$ cat src/rtl/wide_add_seq.sv
// Sequential wide adder/subtractor: one N-bit carry-select slice is reused
// over W/N chunks, least-significant chunk first, behind a valid/ready
// handshake on each side.

// K-bit block adder, ripple (BLOCK_TYPE=0) or lookahead (BLOCK_TYPE=1).
module csa_blk #(
    parameter int unsigned K          = 8,
    parameter int unsigned BLOCK_TYPE = 0
) (
    input  logic [K-1:0] a,
    input  logic [K-1:0] b,
    input  logic         ci,
    output logic [K-1:0] s,
    output logic         co
);
    // Carry chain built from generate/propagate terms.
    always_comb begin
        logic [K-1:0] g;
        logic [K-1:0] p;
        logic [K:0]   c;
        logic         acc;
        logic         pp;
        g    = a & b;
        p    = a ^ b;
        c    = '0;
        c[0] = ci;
        for (int unsigned i = 0; i < K; i++) begin
            if (BLOCK_TYPE == 0) begin
                c[i+1] = g[i] | (p[i] & c[i]);
            end else begin
                // Each carry is expanded directly from g/p and ci.
                acc = g[i];
                pp  = p[i];
                for (int unsigned j = 0; j < i; j++) begin
                    acc = acc | (pp & g[i-1-j]);
                    pp  = pp & p[i-1-j];
                end
                c[i+1] = acc | (pp & ci);
            end
        end
        s  = p ^ c[K-1:0];
        co = c[K];
    end
endmodule

// N-bit carry-select adder made of N/K block pairs.
module csa_n #(
    parameter int unsigned N          = 16,
    parameter int unsigned K          = 8,
    parameter int unsigned BLOCK_TYPE = 0
) (
    input  logic [N-1:0] a,
    input  logic [N-1:0] b,
    input  logic         ci,
    output logic [N-1:0] s,
    output logic         co
);
    localparam int unsigned NB = N / K;

    logic [N-1:0]  sum0;
    logic [N-1:0]  sum1;
    logic [NB-1:0] cy0;
    logic [NB-1:0] cy1;

    for (genvar i = 0; i < NB; i++) begin : g_blk
        csa_blk #(.K(K), .BLOCK_TYPE(BLOCK_TYPE)) u_b0 (
            .a(a[i*K +: K]), .b(b[i*K +: K]), .ci(1'b0),
            .s(sum0[i*K +: K]), .co(cy0[i])
        );
        csa_blk #(.K(K), .BLOCK_TYPE(BLOCK_TYPE)) u_b1 (
            .a(a[i*K +: K]), .b(b[i*K +: K]), .ci(1'b1),
            .s(sum1[i*K +: K]), .co(cy1[i])
        );
    end

    // Select each block's precomputed result with the incoming carry.
    always_comb begin
        logic c;
        s = '0;
        c = ci;
        for (int unsigned i = 0; i < NB; i++) begin
            s[i*K +: K] = c ? sum1[i*K +: K] : sum0[i*K +: K];
            c           = c ? cy1[i] : cy0[i];
        end
        co = c;
    end
endmodule

module wide_add_seq #(
    parameter int unsigned W          = 64,
    parameter int unsigned N          = 16,
    parameter int unsigned K          = 8,
    parameter int unsigned BLOCK_TYPE = 0
) (
    input  logic         clk,
    input  logic         rst_n,
    input  logic         in_valid,
    output logic         in_ready,
    input  logic [W-1:0] a,
    input  logic [W-1:0] b,
    input  logic         ci,
    input  logic         op,
    output logic         out_valid,
    input  logic         out_ready,
    output logic [W-1:0] s,
    output logic         co
);
    localparam int unsigned M  = W / N;
    localparam int unsigned CW = (M > 1) ? $clog2(M) : 1;
    localparam logic [CW-1:0] LAST = CW'(M - 1);

    if (N == 0 || K == 0 || (W % N) != 0 || (N % K) != 0 || M < 1) begin : g_param_check
        $error("wide_add_seq: W must be a multiple of N and N a multiple of K");
    end

    typedef enum logic [1:0] {IDLE, RUN, DONE} state_t;

    state_t        state_q, state_d;
    logic [W-1:0]  a_q, a_d;
    logic [W-1:0]  b_q, b_d;
    logic          carry_q, carry_d;
    logic [CW-1:0] cnt_q, cnt_d;
    logic [W-1:0]  s_q, s_d;
    logic          co_q, co_d;

    logic [N-1:0]  chunk_s;
    logic          chunk_co;

    csa_n #(.N(N), .K(K), .BLOCK_TYPE(BLOCK_TYPE)) u_slice (
        .a  (a_q[cnt_q*N +: N]),
        .b  (b_q[cnt_q*N +: N]),
        .ci (carry_q),
        .s  (chunk_s),
        .co (chunk_co)
    );

    // Next-state and datapath updates for the accept/run/done sequence.
    always_comb begin
        state_d = state_q;
        a_d     = a_q;
        b_d     = b_q;
        carry_d = carry_q;
        cnt_d   = cnt_q;
        s_d     = s_q;
        co_d    = co_q;
        unique case (state_q)
            IDLE: begin
                if (in_valid) begin
                    // Subtract is a + ~b + 1, so op only shapes b and the carry.
                    a_d     = a;
                    b_d     = op ? ~b : b;
                    carry_d = op ? 1'b1 : ci;
                    cnt_d   = '0;
                    s_d     = '0;
                    co_d    = 1'b0;
                    state_d = RUN;
                end
            end
            RUN: begin
                s_d[cnt_q*N +: N] = chunk_s;
                carry_d           = chunk_co;
                if (cnt_q == LAST) begin
                    co_d    = chunk_co;
                    state_d = DONE;
                end else begin
                    cnt_d = cnt_q + 1'b1;
                end
            end
            DONE: begin
                if (out_ready) begin
                    state_d = IDLE;
                end
            end
            default: state_d = IDLE;
        endcase
    end

    // State register with synchronous active-low reset.
    always_ff @(posedge clk) begin
        if (!rst_n) begin
            state_q <= IDLE;
            a_q     <= '0;
            b_q     <= '0;
            carry_q <= 1'b0;
            cnt_q   <= '0;
            s_q     <= '0;
            co_q    <= 1'b0;
        end else begin
            state_q <= state_d;
            a_q     <= a_d;
            b_q     <= b_d;
            carry_q <= carry_d;
            cnt_q   <= cnt_d;
            s_q     <= s_d;
            co_q    <= co_d;
        end
    end

    assign in_ready  = (state_q == IDLE);
    assign out_valid = (state_q == DONE);
    assign s         = s_q;
    assign co        = co_q;
endmodule

$ cat config.mk
export PLATFORM = sky130hd
export DESIGN_NAME = wide_add_seq
export DESIGN_NICKNAME = d
export VERILOG_FILES = /design/src/rtl/wide_add_seq.sv
export SDC_FILE = /design/constraint.sdc
export NUM_CORES = 1
export LEC_CHECK = 0
export CAP_MARGIN = 15
export CORE_UTILIZATION = 46
export DETAILED_ROUTE_END_ITERATION = 8
export PLACE_DENSITY = 0.76
export SLEW_MARGIN = 20
export SYNTH_ARGS = -nofsm -noshare
export SYNTH_HDL_FRONTEND = slang
export SYNTH_SLANG_ARGS = --single-unit
export TNS_END_PERCENT = 5
$ cat constraint.sdc
create_clock -name clk -period 4.2 [get_ports clk]
set_input_delay 1.26 -clock clk [delete_from_list [all_inputs] [get_ports clk]]
set_output_delay 1.26 -clock clk [all_outputs]
set_load 0.1 [all_outputs]
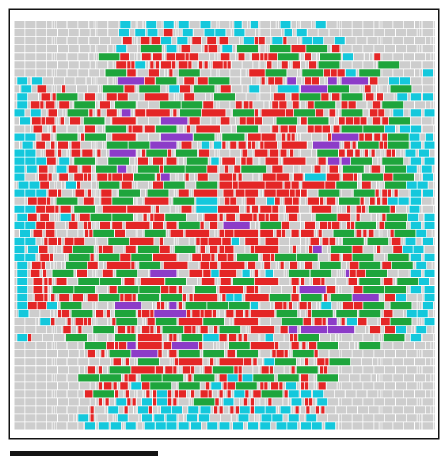
Run 1: cells coloured by class
The bar under the picture is 50 microns long. Fill, decap, tap and diode cells in grey.
[cyan] other buffers and delay cells | cells: 217
[green] flops | cells: 198
[purple] clock drivers and dummy loads | cells: 32
[red] all other logic | cells: 669
post-layout util: 61.5%
final design area excluding fillers: 0.0122 sq mm
Seq/total area: 32.6%

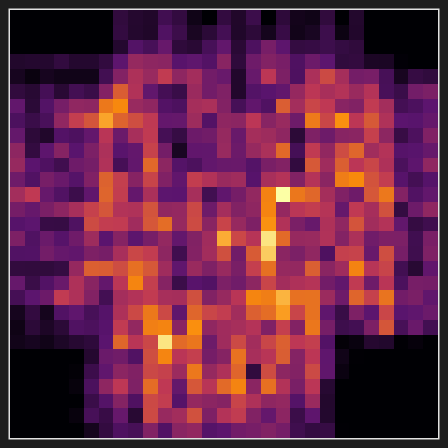
Run 1: routed metal per tile
29 x 29 tiles, from black (low) to pale yellow (high), scaled to the fullest tile. Values are wire area over tile area, all layers added.
mean over tiles: 0.18
tiles over half the peak: 18%
densest ninth of the die: bottom middle
fullest tile: 0.60
nearly empty tiles: 14%

==> results.sh, run 1 <==
# flow metrics
export IMPL_io_pins=201
export IMPL_hold_viol=0
export IMPL_wl_met1_microns=11000
export IMPL_area_growth_pct=29.2
export IMPL_via_count=7458
export IMPL_place_inst=1347
export IMPL_reg2regPathDepth=14
export IMPL_outcome="finished clean"
export IMPL_swShare_pct=28.4
export IMPL_yosys_stat_area_sq_mm=0.00941
export IMPL_p_seq_mw=2.05
export IMPL_dr_pass1_iters=5
export IMPL_ys_flop_type="dfxtp_1"
export IMPL_met2_usage_pct=36.0
export IMPL_die_h_microns=145
export IMPL_layout_setup_ws_ns=0.220
export IMPL_crit_chain="mux4_2 -> ha_1 -> and2_4 -> or4_1 -> o21ai_2 -> nor2b_2 -> fa_2 -> nand2b_1 -> and3_4 -> nor3_4 -> o21bai_2 -> fa_2 -> a22oi_1 -> nor2b_1"
export IMPL_antenna_found_initial=0
export IMPL_crit_end="s[31]"
export IMPL_grt_pass1_wl_microns=38100
export IMPL_overflow=0
export IMPL_arrival_ns=4.30
export IMPL_syn_area_per_cell_sq_um=10.0
export IMPL_finalClockSkew_ns=0.00812
export IMPL_met2WireLength_microns=10900
export IMPL_hp_start="s[38]"
export IMPL_path_clk_slew_ns=0.07
export IMPL_post_route_period_util_pct=94.8
export IMPL_tightest_slew_ns=0.991
export IMPL_post_place_ws_ns=-0.0221
export IMPL_met3_length_microns=1360
export IMPL_critPathKind="reg -> reg"
export IMPL_cts_root_buf="clkbuf_16"
export IMPL_comb_power_mw=0.909
export IMPL_port_buffers=200
export IMPL_period_needed_ns=3.98
export IMPL_r2r_start="cnt_q[0]"
export IMPL_warnings=34
export IMPL_top_power_group="registers"
export IMPL_powerClk_mw=1.65
export IMPL_critPathLaunchType="register"
export IMPL_synth_async_sr_flop_share_pct=0
export IMPL_synth_flops=198
export IMPL_worstSetupStartpoint="cnt_q[0]"
export IMPL_synthTopCellsByCount="223 x nand2_1, 198 x dfxtp_1, 70 x xnor2_1"
export IMPL_crit_buf_inv=0
export IMPL_p_int_mw=3.30
export IMPL_slew_headroom_pct=33.7
export IMPL_core_sq_mm=0.0198
export IMPL_grt_usage_pct=23.1
export IMPL_cts_max_level=4
export IMPL_power_frac_clock_pct=35.7
export IMPL_max_cap_violations=0
export IMPL_p_per_area_mw_per_mm2=379
export IMPL_synth_cells=940
export IMPL_reg2reg_to="s[31]"
export IMPL_syn_area_sq_mm=0.00941
export IMPL_max_stage_delay_ns=0.55
export IMPL_topRoutingLayerUsed="met4"
export IMPL_cts_path_max_buffers=2
export IMPL_power_switching_mw=1.31
export IMPL_hold_path_class="reg -> reg"
export IMPL_yosysUniqueCellTypes=63
export IMPL_setup_viol_count_final=0
export IMPL_num_rows=51
export IMPL_ys_seq_share_pct=42.1
export IMPL_first_iter_violations=534
export IMPL_clock_latency_late_pin_ns=0.44
export IMPL_gr_max_usage_layer="met2"
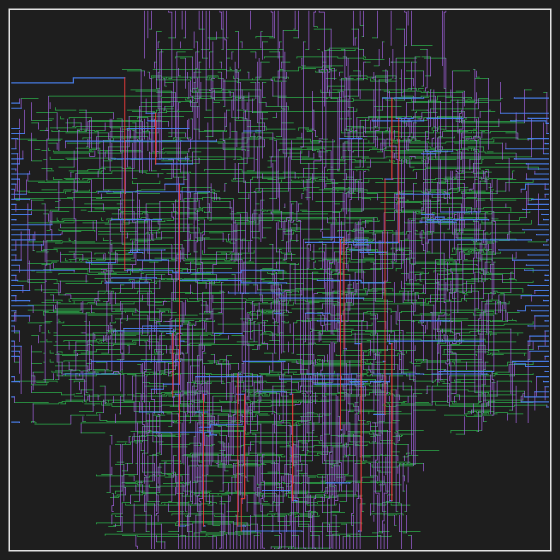
Run 1: signal wires by layer
[red] met4 | wire length: 605 microns
[blue] met3 | wire length: 1,360 microns
[purple] met2 | wire length: 10,900 microns
[green] met1 | wire length: 11,000 microns

==> run 1: flip-flops by register name, summed over array words and instances (netlist names) <==
signal and flops:
s 64, carry_q 1, cnt_q 2, b_q 64, a_q 64, co 1
state_q 2
==> run 1: layout by cell type (no fill, tap or decap), types with 6 or more instances in the layout <==
| master | n |
|---|---|
| o21ai_0 | 15 |
| a32o_1 | 7 |
| buf_4 | 16 |
| nor2b_1 | 26 |
| a22o_1 | 19 |
| and2_1 | 10 |
| dfxtp_1 | 196 |
| xnor2_1 | 70 |
| nand2_1 | 223 |
| clkdlybuf4s50_1 | 196 |
| a22oi_1 | 24 |
| mux4_2 | 32 |
| ha_1 | 19 |
| clkinv_4 | 6 |
| inv_1 | 13 |
| o211a_1 | 64 |
| a21boi_1 | 6 |
| a21boi_0 | 59 |
| nor2_1 | 6 |
| clkbuf_16 | 17 |
==> run 1: layout make-up <==
class                           count  area (sq um)  share of cell area, %
Inverter                           14          55.1                  0.453
Clock buffer                       18           429                   3.53
Clock inverter                     14           166                   1.37
Tap cell                          265           332                   2.73
Timing Repair Buffer              217          2180                   17.9
Sequential cell                   198          3970                   32.6
Multi-Input combinational cell    655          5030                   41.4
==> run 1: timing repair <==
item                                    4_1_cts  5_1_grt
buffers inserted                              0        2
hold endpoints to repair                      0        0
pin swaps                                     0        2
endpoints found under the setup margin        4        5
gates resized                                 2        9
hold buffers                                  0        0
==> run 1: cell families (layout without fill, tap and decap cells) <==
family,Yosys count,after routing,share of synthesized area [%]
AND/OR/NAND/NOR,299,299,14.8
AND-OR/OR-AND,227,227,20.4
flip-flops,198,198,42.1
buffers and inverters,87,263,4.83
XOR/XNOR,74,74,6.97
multiplexers,33,33,7.90
adder cells (fa/ha/maj),22,22,3.08
==> run 1 -> run 2 <==
--- a/config.mk
+++ b/config.mk
@@ -6,9 +6,8 @@
 export NUM_CORES = 1
 export LEC_CHECK = 0
 export CAP_MARGIN = 15
-export CORE_UTILIZATION = 46
+export CORE_UTILIZATION = 25
 export DETAILED_ROUTE_END_ITERATION = 8
-export PLACE_DENSITY = 0.76
 export SLEW_MARGIN = 20
 export SYNTH_ARGS = -nofsm -noshare
 export SYNTH_HDL_FRONTEND = slang
==> run 2 against run 1 <==
Effect of this change: die area grew 83%; routed wire length grew 16%; total power shrank 0.15%; setup slack lost 0.029 ns; non-clock buffer count grew 11; flip-flop count is the same; area after synthesis is the same.
==> results.sh, run 2 <==
# flow metrics
export IMPL_nets=1270
export IMPL_overflow=0
export IMPL_slew_headroom_pct=29.8
export IMPL_via_per_inst=4.53
export IMPL_cp_data_required_time_ns=4.57
export IMPL_flop_area_sq_mm=0.00397
export IMPL_met2WireLength_microns=13200
export IMPL_cp_max_fo=7
export IMPL_io_pins=201
export IMPL_mi_logic_area_sq_mm=0.00503
export IMPL_ys_flop_type="dfxtp_1"
export IMPL_holdWs_ns=0.459
export IMPL_met3_length_microns=1350
export IMPL_cts_root_buf="clkbuf_16"
export IMPL_gp_congestion=0.871
export IMPL_warnings=31
export IMPL_cts_sinks=198
export IMPL_fillCellCount=3779
export IMPL_syn_area_sq_mm=0.00941
export IMPL_synthTopCellsByCount="223 x nand2_1, 198 x dfxtp_1, 70 x xnor2_1"
export IMPL_post_route_period_util_pct=95.5
export IMPL_cts_inserted_buffers=17
export IMPL_yosys_warnings=0
export IMPL_period_needed_ns=4.01
export IMPL_synth_top_cell_by_count="nand2_1"
export IMPL_grt_pass1_wl_microns=42500
export IMPL_num_rows=70
export IMPL_critPathCaptureType="register"
export IMPL_port_buffers=200
export IMPL_top_logic_kind="AND-OR/OR-AND gates"
export IMPL_wl_per_cell_microns=17.0
export IMPL_drc=0
export IMPL_edf_count=0
export IMPL_synthMuxAreaShare_pct=7.90
export IMPL_leakagePower_nw=5.03
export IMPL_yosysUniqueCellTypes=63
export IMPL_vdd_ir_drop_worst_uv=240
export IMPL_yosys_area_top_type="dfxtp_1"
export IMPL_setup_viol_count_final=0
export IMPL_tightest_slew_ns=1.05
export IMPL_lay_top_cells="223 x nand2_1, 196 x dfxtp_1, 196 x clkdlybuf4s50_1"
export IMPL_synth_async_sr_flop_share_pct=0
export IMPL_layout_setup_ws_ns=0.191
export IMPL_adder_share_pct=3.08
export IMPL_crit_family="adder cells"
export IMPL_ys_seq_share_pct=42.1
export IMPL_post_place_ws_ns=-0.0681
export IMPL_p_per_area_mw_per_mm2=368
export IMPL_critPathLaunchType="register"
export IMPL_path_clk_slew_ns=0.07
export IMPL_max_cap_violations=0
export IMPL_critPathKind="reg -> reg"
export IMPL_grt_usage_pct=14.6
export IMPL_final_layout_top_logic_cell="nand2_1"
export IMPL_dp_hpwl_microns=21700
export IMPL_grt_pass1_vias=7322
export IMPL_antenna_cells=0
export IMPL_cts_max_level=4
export IMPL_max_stage_delay_ns=0.58
export IMPL_cts_tree="yes"
export IMPL_yosysCellCount=940
export IMPL_dr_pass1_iters=5
export IMPL_die_w_microns=196
export IMPL_ys_sh_aoi_pct=20.4
export IMPL_dieArea_sq_mm=0.0384
export IMPL_fp_util_pct=25.5
export IMPL_clock_latency_late_pin_ns=0.44
export IMPL_synth_cells=940
export IMPL_core_sq_mm=0.0369
export IMPL_grt_setup_unrepaired="no"
export IMPL_top_cell_area_share_pct=42.1
export IMPL_arrival_ns=4.38
export IMPL_drv_slew=0
export IMPL_drive_gt1_share_pct=11.4
export IMPL_cts_path_max_buffers=2
export IMPL_top_cells_by_area="dfxtp_1 42%, nand2_1 8.9%, mux4_2 7.7%"
export IMPL_crit_buf_inv=1
export IMPL_cts_hold_buf=0
export IMPL_synth_nets=1096
export IMPL_crit_top_cell="fa_2"
export IMPL_ant_nets=0
export IMPL_synth_xor_area_share_pct=6.97
export IMPL_simple_gate_share_pct=14.8
export IMPL_yosys_stat_area_sq_mm=0.00941
export IMPL_max_freq_ghz=0.249
export IMPL_crit_chain="buf_4 -> mux4_2 -> ha_1 -> nand2_1 -> a211oi_4 -> o21ai_1 -> nor2b_4 -> fa_2 -> nand2b_1 -> and3_1 -> nor3_4 -> o21bai_1 -> fa_2 -> a22oi_1 -> nor2b_1"
export IMPL_finalClockSkew_ns=0.0152
export IMPL_syn_area_per_cell_sq_um=10.0
export IMPL_synth_flops=198
export IMPL_antenna_found_initial=0
export IMPL_slowest_stage="fa_2"
export IMPL_grt_max_degree=85
export IMPL_p_total_mw=4.60
export IMPL_wl_met1_microns=12900
export IMPL_area_growth_pct=33.0
export IMPL_die_h_microns=196
export IMPL_hold_viol=0
export IMPL_outcome="finished clean"
export IMPL_first_iter_violations=417
export IMPL_hold_path_class="reg -> reg"
export IMPL_topRoutingLayerUsed="met4"
==> run 2: logic make-up (layout without fill, tap and decap cells) <==
group,Yosys count,in the layout
flops,198,198
fa+ha+maj,22,22
xor+xnor,74,74
mux,33,33
buf+inv,87,273
compound gates,227,227
simple gates,299,299
==> run 2: per-layer routing <==
metal	track usage [%]	vias up
met5	0	-
met4	3.30	0
met3	3.13	18
met2	24.4	190
met1	19.2	3551
li1	-	3633
==> run 2: area by class of cell <==
cell class                 count  share of cell area [%]
sequential                   198                    31.7
tap                          504                    5.04
clock buffer                  17                    3.40
clock inverter                14                    1.13
timing repair buffer         228                    18.1
inverter                      14                   0.440
multi-input combinational    655                    40.2
==> run 2: metrics by stage <==
step / cells / utilization (%) / TNS, ns / area [sq um]
floorplan: 940 / - / 0 / 9460
global placement: 1597 / 32.3 / 0 / 11900
detailed placement: 1597 / 32.3 / -0.214 / 11900
CTS: 1628 / 33.8 / 0 / 12500
global route: 1630 / 33.9 / 0 / 12500
finish: 1630 / 33.9 / 0 / 12500
==> run 2: power breakdown <==
part / switching [mW] / leakage (nW) / internal [mW]
sequential: 0.0679 / 1.62 / 1.98
combinational: 0.512 / 3.13 / 0.431
clock: 0.776 / 0.271 / 0.832
total: 1.36 / 5.03 / 3.25
==> run 2: what timing repair did <==
action | 4_1_cts | 5_1_grt
gates resized | 1 | 7
buffers inserted | 0 | 2
pin swaps | 0 | 2
setup endpoints to repair | 4 | 5
gates cloned | 0 | 0
==> run 2: worst paths after layout <==
kind	start	end	slack, ns	cells after the start
hold / removal	a_q[58]	a_q[58]	0.46	2
hold reg to reg	a_q[58]	a_q[58]	0.46	2
setup / recovery	cnt_q[0]	s[31]	0.19	15
setup reg to reg	cnt_q[0]	s[31]	0.19	15
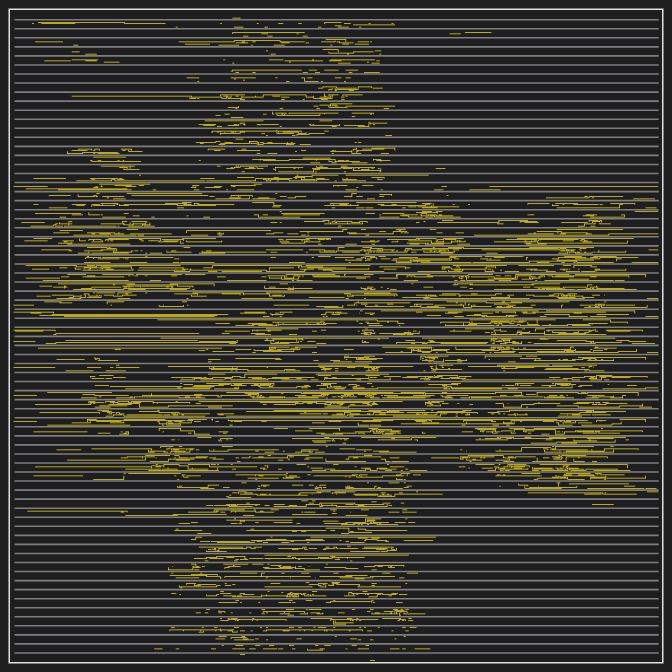
Run 2: M1 wires
Supply wires on this layer in grey.
longest straight run: 73.6 microns
share of all routed wire: 47%
final wirelength: 27,800 microns
Vias: 7,392
met1 Usage GRT: 19.2%

==> run 2 -> run 3 <==
--- a/config.mk
+++ b/config.mk
@@ -8,6 +8,7 @@
 export CAP_MARGIN = 15
 export CORE_UTILIZATION = 25
 export DETAILED_ROUTE_END_ITERATION = 8
+export DONT_BUFFER_PORTS = 1
 export SLEW_MARGIN = 20
 export SYNTH_ARGS = -nofsm -noshare
 export SYNTH_HDL_FRONTEND = slang
==> run 3 against run 2 <==
Effect of this change: total power decreased by 1.3%; combinational power decreased by 27%; flip-flop count unchanged; via count decreased by 11%; largest cell class unchanged; non-clock buffer count decreased by 203; setup slack improved by 0.028 ns; die area unchanged; critical path type unchanged; count of clock-buffer cells in the layout increased by 3; area after synthesis unchanged; clock skew about the same.
==> results.sh, run 3 <==
# flow metrics
export IMPL_cts_max_level=4
export IMPL_simple_gate_share_pct=14.8
export IMPL_synth_nets=1096
export IMPL_cts_tree="yes"
export IMPL_cts_path_max_buffers=2
export IMPL_grt_pass1_vias=6423
export IMPL_tightest_slew_ns=1.10
export IMPL_hold_path_class="reg -> reg"
export IMPL_cts_inserted_buffers=17
export IMPL_powerClk_mw=1.74
export IMPL_num_rows=70
export IMPL_crit_family="adder cells"
export IMPL_synth_top_cell_by_count="nand2_1"
export IMPL_final_cells=1428
export IMPL_grt_pass1_wl_microns=40700
export IMPL_max_cap_violations=0
export IMPL_critPathCaptureType="register"
export IMPL_critPathKind="reg -> reg"
export IMPL_yosysUniqueCellTypes=63
export IMPL_lay_top_cells="223 x nand2_1, 196 x dfxtp_1, 70 x xnor2_1"
export IMPL_synth_cells=940
export IMPL_io_pins=201
export IMPL_hold_end="a_q[46]"
export IMPL_slowest_stage="fa_2"
export IMPL_flop_area_sq_mm=0.00397
export IMPL_top_cells_by_area="dfxtp_1 42%, nand2_1 8.9%, mux4_2 7.7%"
export IMPL_cts_root_buf="clkbuf_16"
export IMPL_slew_headroom_pct=26.7
export IMPL_fp_util_pct=25.5
export IMPL_yosys_warnings=0
export IMPL_cts_hold_buf=0
export IMPL_outcome="finished clean"
export IMPL_synth_xor_area_share_pct=6.97
export IMPL_p_per_area_mw_per_mm2=432
export IMPL_layout_setup_ws_ns=0.219
export IMPL_drc=0
export IMPL_dp_hpwl_microns=20800
export IMPL_arrival_ns=4.35
export IMPL_hold_viol=0
export IMPL_path_clk_slew_ns=0.08
export IMPL_via_per_inst=4.61
export IMPL_finalClockSkew_ns=0.0156
export IMPL_worstSetupStartpoint="cnt_q[0]"
export IMPL_holdWs_ns=0.455
export IMPL_ys_sh_aoi_pct=20.4
export IMPL_crit_end="s[63]"
export IMPL_dieArea_sq_mm=0.0384
export IMPL_hp_start="a_q[46]"
export IMPL_top_logic_kind="AND-OR/OR-AND gates"
export IMPL_ys_seq_share_pct=42.1
export IMPL_clock_latency_late_pin_ns=0.45
export IMPL_crit_buf_inv=1
export IMPL_cp_data_required_time_ns=4.57
export IMPL_r2r_start="cnt_q[0]"
export IMPL_comb_power_mw=0.688
export IMPL_hold_path_cell_count=2
export IMPL_warnings=33
export IMPL_grt_max_degree=179
export IMPL_cp_max_fo=8
export IMPL_drive_gt1_share_pct=13.3
export IMPL_overflow=0
export IMPL_yosysCellCount=940
export IMPL_period_needed_ns=3.98
export IMPL_power_switching_mw=1.32
export IMPL_fin_area_sq_mm=0.0105
export IMPL_power_frac_comb_pct=15.1
export IMPL_ys_flop_type="dfxtp_1"
export IMPL_synthMuxAreaShare_pct=7.90
export IMPL_ant_nets=0
export IMPL_top_cell_area_share_pct=42.1
export IMPL_mi_logic_area_sq_mm=0.00503
export IMPL_swShare_pct=29.0
export IMPL_p_int_mw=3.22
export IMPL_p_seq_mw=2.12
export IMPL_utilization_pct=28.5
export IMPL_p_total_mw=4.54
export IMPL_edf_count=0
export IMPL_post_route_period_util_pct=94.8
export IMPL_max_freq_ghz=0.251
export IMPL_cp_num_cells=15
export IMPL_nets=1067
export IMPL_p_seq_share_pct=46.6
export IMPL_syn_area_sq_mm=0.00941
export IMPL_synth_flops=198
export IMPL_power_frac_clock_pct=38.2
export IMPL_setup_tns_final_ns=0
export IMPL_reg2regPathDepth=15
export IMPL_post_place_ws_ns=-0.0412
export IMPL_ff2ff_setup_slack_ns=0.22
export IMPL_port_buffers=0
export IMPL_antenna_cells=0
export IMPL_leakagePower_nw=4.27
export IMPL_gp_congestion=0.816
export IMPL_dr_pass1_iters=4
export IMPL_syn_area_per_cell_sq_um=10.0
export IMPL_place_inst=1392
export IMPL_reg2reg_to="s[63]"
export IMPL_area_growth_pct=11.8
export IMPL_vdd_ir_drop_worst_uv=298
export IMPL_die_w_microns=196
export IMPL_grt_usage_pct=14.4
export IMPL_max_stage_delay_ns=0.58
export IMPL_final_layout_top_logic_cell="nand2_1"
export IMPL_yosys_stat_area_sq_mm=0.00941
export IMPL_synthTopCellsByCount="223 x nand2_1, 198 x dfxtp_1, 70 x xnor2_1"
export IMPL_yosys_area_top_type="dfxtp_1"
export IMPL_crit_chain="buf_4 -> mux4_2 -> ha_4 -> nand2b_1 -> a211oi_4 -> o21ai_1 -> nor2b_2 -> fa_2 -> nand2b_1 -> and3_1 -> nor3_4 -> o21bai_1 -> fa_2 -> a22oi_1 -> nor2b_1"
export IMPL_top_power_group="registers"
export IMPL_die_h_microns=196
export IMPL_core_sq_mm=0.0369
export IMPL_fillCellCount=3933
export IMPL_critPathLaunchType="register"
export IMPL_first_iter_violations=264
export IMPL_adder_share_pct=3.08
export IMPL_cts_sinks=198
export IMPL_synth_async_sr_flop_share_pct=0
export IMPL_antenna_found_initial=1
export IMPL_drv_slew=0
export IMPL_dpl_cell_area_sq_mm=0.00987
export IMPL_setup_viol_count_final=0
export IMPL_grt_setup_unrepaired="no"
[run 3: netlist changes by cell type in the layout (fill, tap and decap cells not counted), sizes merged]
cell,delta
buf,-7
clkbuf,+3
clkdlybuf4s50,-196
bufinv,+1
inv,+2
clkinv,-3
clkinvlp,-2
[run 3: what timing repair did]
action,CTS,global route
pin swaps,0,2
hold endpoints to repair,0,0
gates resized,1,2
setup buffers,0,4
setup endpoints to repair,4,5
[run 3: routing by layer]
layer / track usage [%] / routed length [microns] / up-vias
met5: 0 / 0 / -
met4: 3.96 / 368 / 0
met3: 5.19 / 2040 / 15
met2: 24.3 / 13300 / 165
met1: 17.2 / 11700 / 3177
li1: - / - / 3226
[run 3: cells by family (layout without fill, tap and decap cells)]
kind of cell / Yosys count / in the layout
buffers and inverters: 87 / 71
adder cells (fa/ha/maj): 22 / 22
AND-OR/OR-AND: 227 / 227
AND/OR/NAND/NOR: 299 / 299
flip-flops: 198 / 198
XOR/XNOR: 74 / 74
multiplexers: 33 / 33
[run 3: final cells by class]
cell class | count | share of cell area (%)
tap | 504 | 6.00
clock buffer | 20 | 4.34
inverter | 14 | 0.523
clock inverter | 12 | 1.49
sequential | 198 | 37.7
timing repair buffer | 25 | 2.14
multi-input combinational | 655 | 47.8
[run 3: worst reg2reg max path, stage by stage (launching register included)]
cell,delay [ns]
dfxtp_4,0.41
buf_4,0.16
mux4_2,0.54
ha_4,0.31
nand2b_1,0.11
a211oi_4,0.24
o21ai_1,0.10
nor2b_2,0.16
fa_2,0.36
nand2b_1,0.18
and3_1,0.22
nor3_4,0.21
o21bai_1,0.12
fa_2,0.58
a22oi_1,0.09
nor2b_1,0.15
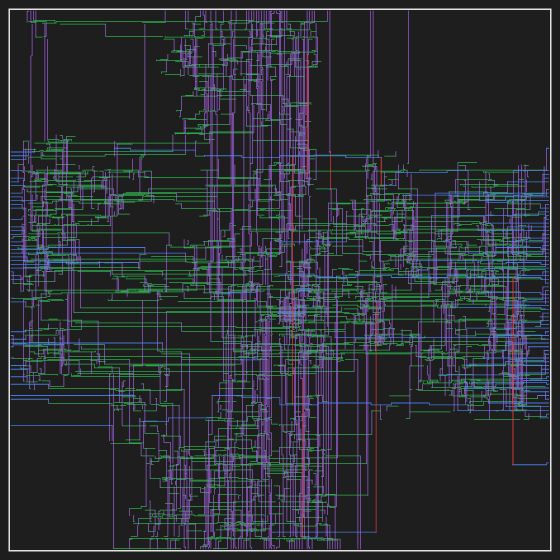
Run 3: signal wires by layer
[blue] met3 | wire length: 2,040 microns
[green] met1 | wire length: 11,700 microns
[purple] met2 | wire length: 13,300 microns
[red] met4 | wire length: 369 microns
final wirelength: 27,400 microns
WL/cell: 19.2 microns
Vias: 6,583


==> gallery <==
Cell placement.
shot_01.png
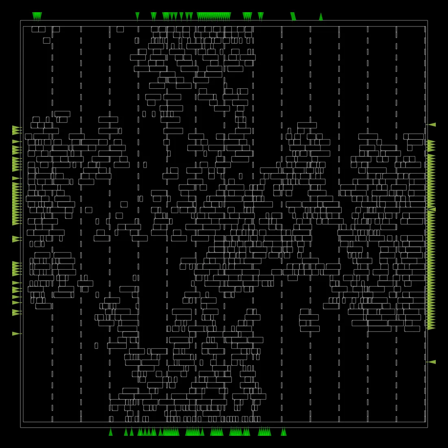
shot_02.png
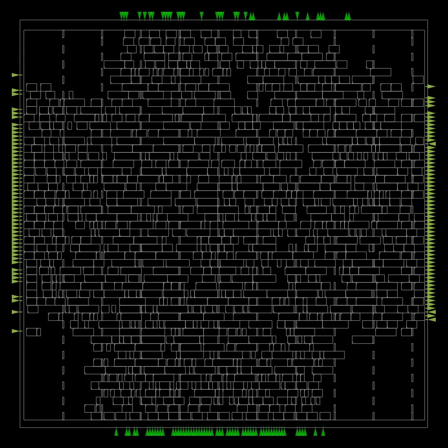
shot_01.png comes from run 3.
shot_02.png comes from run 1.

No activity file was given, so power comes from the tool's default toggle rates.
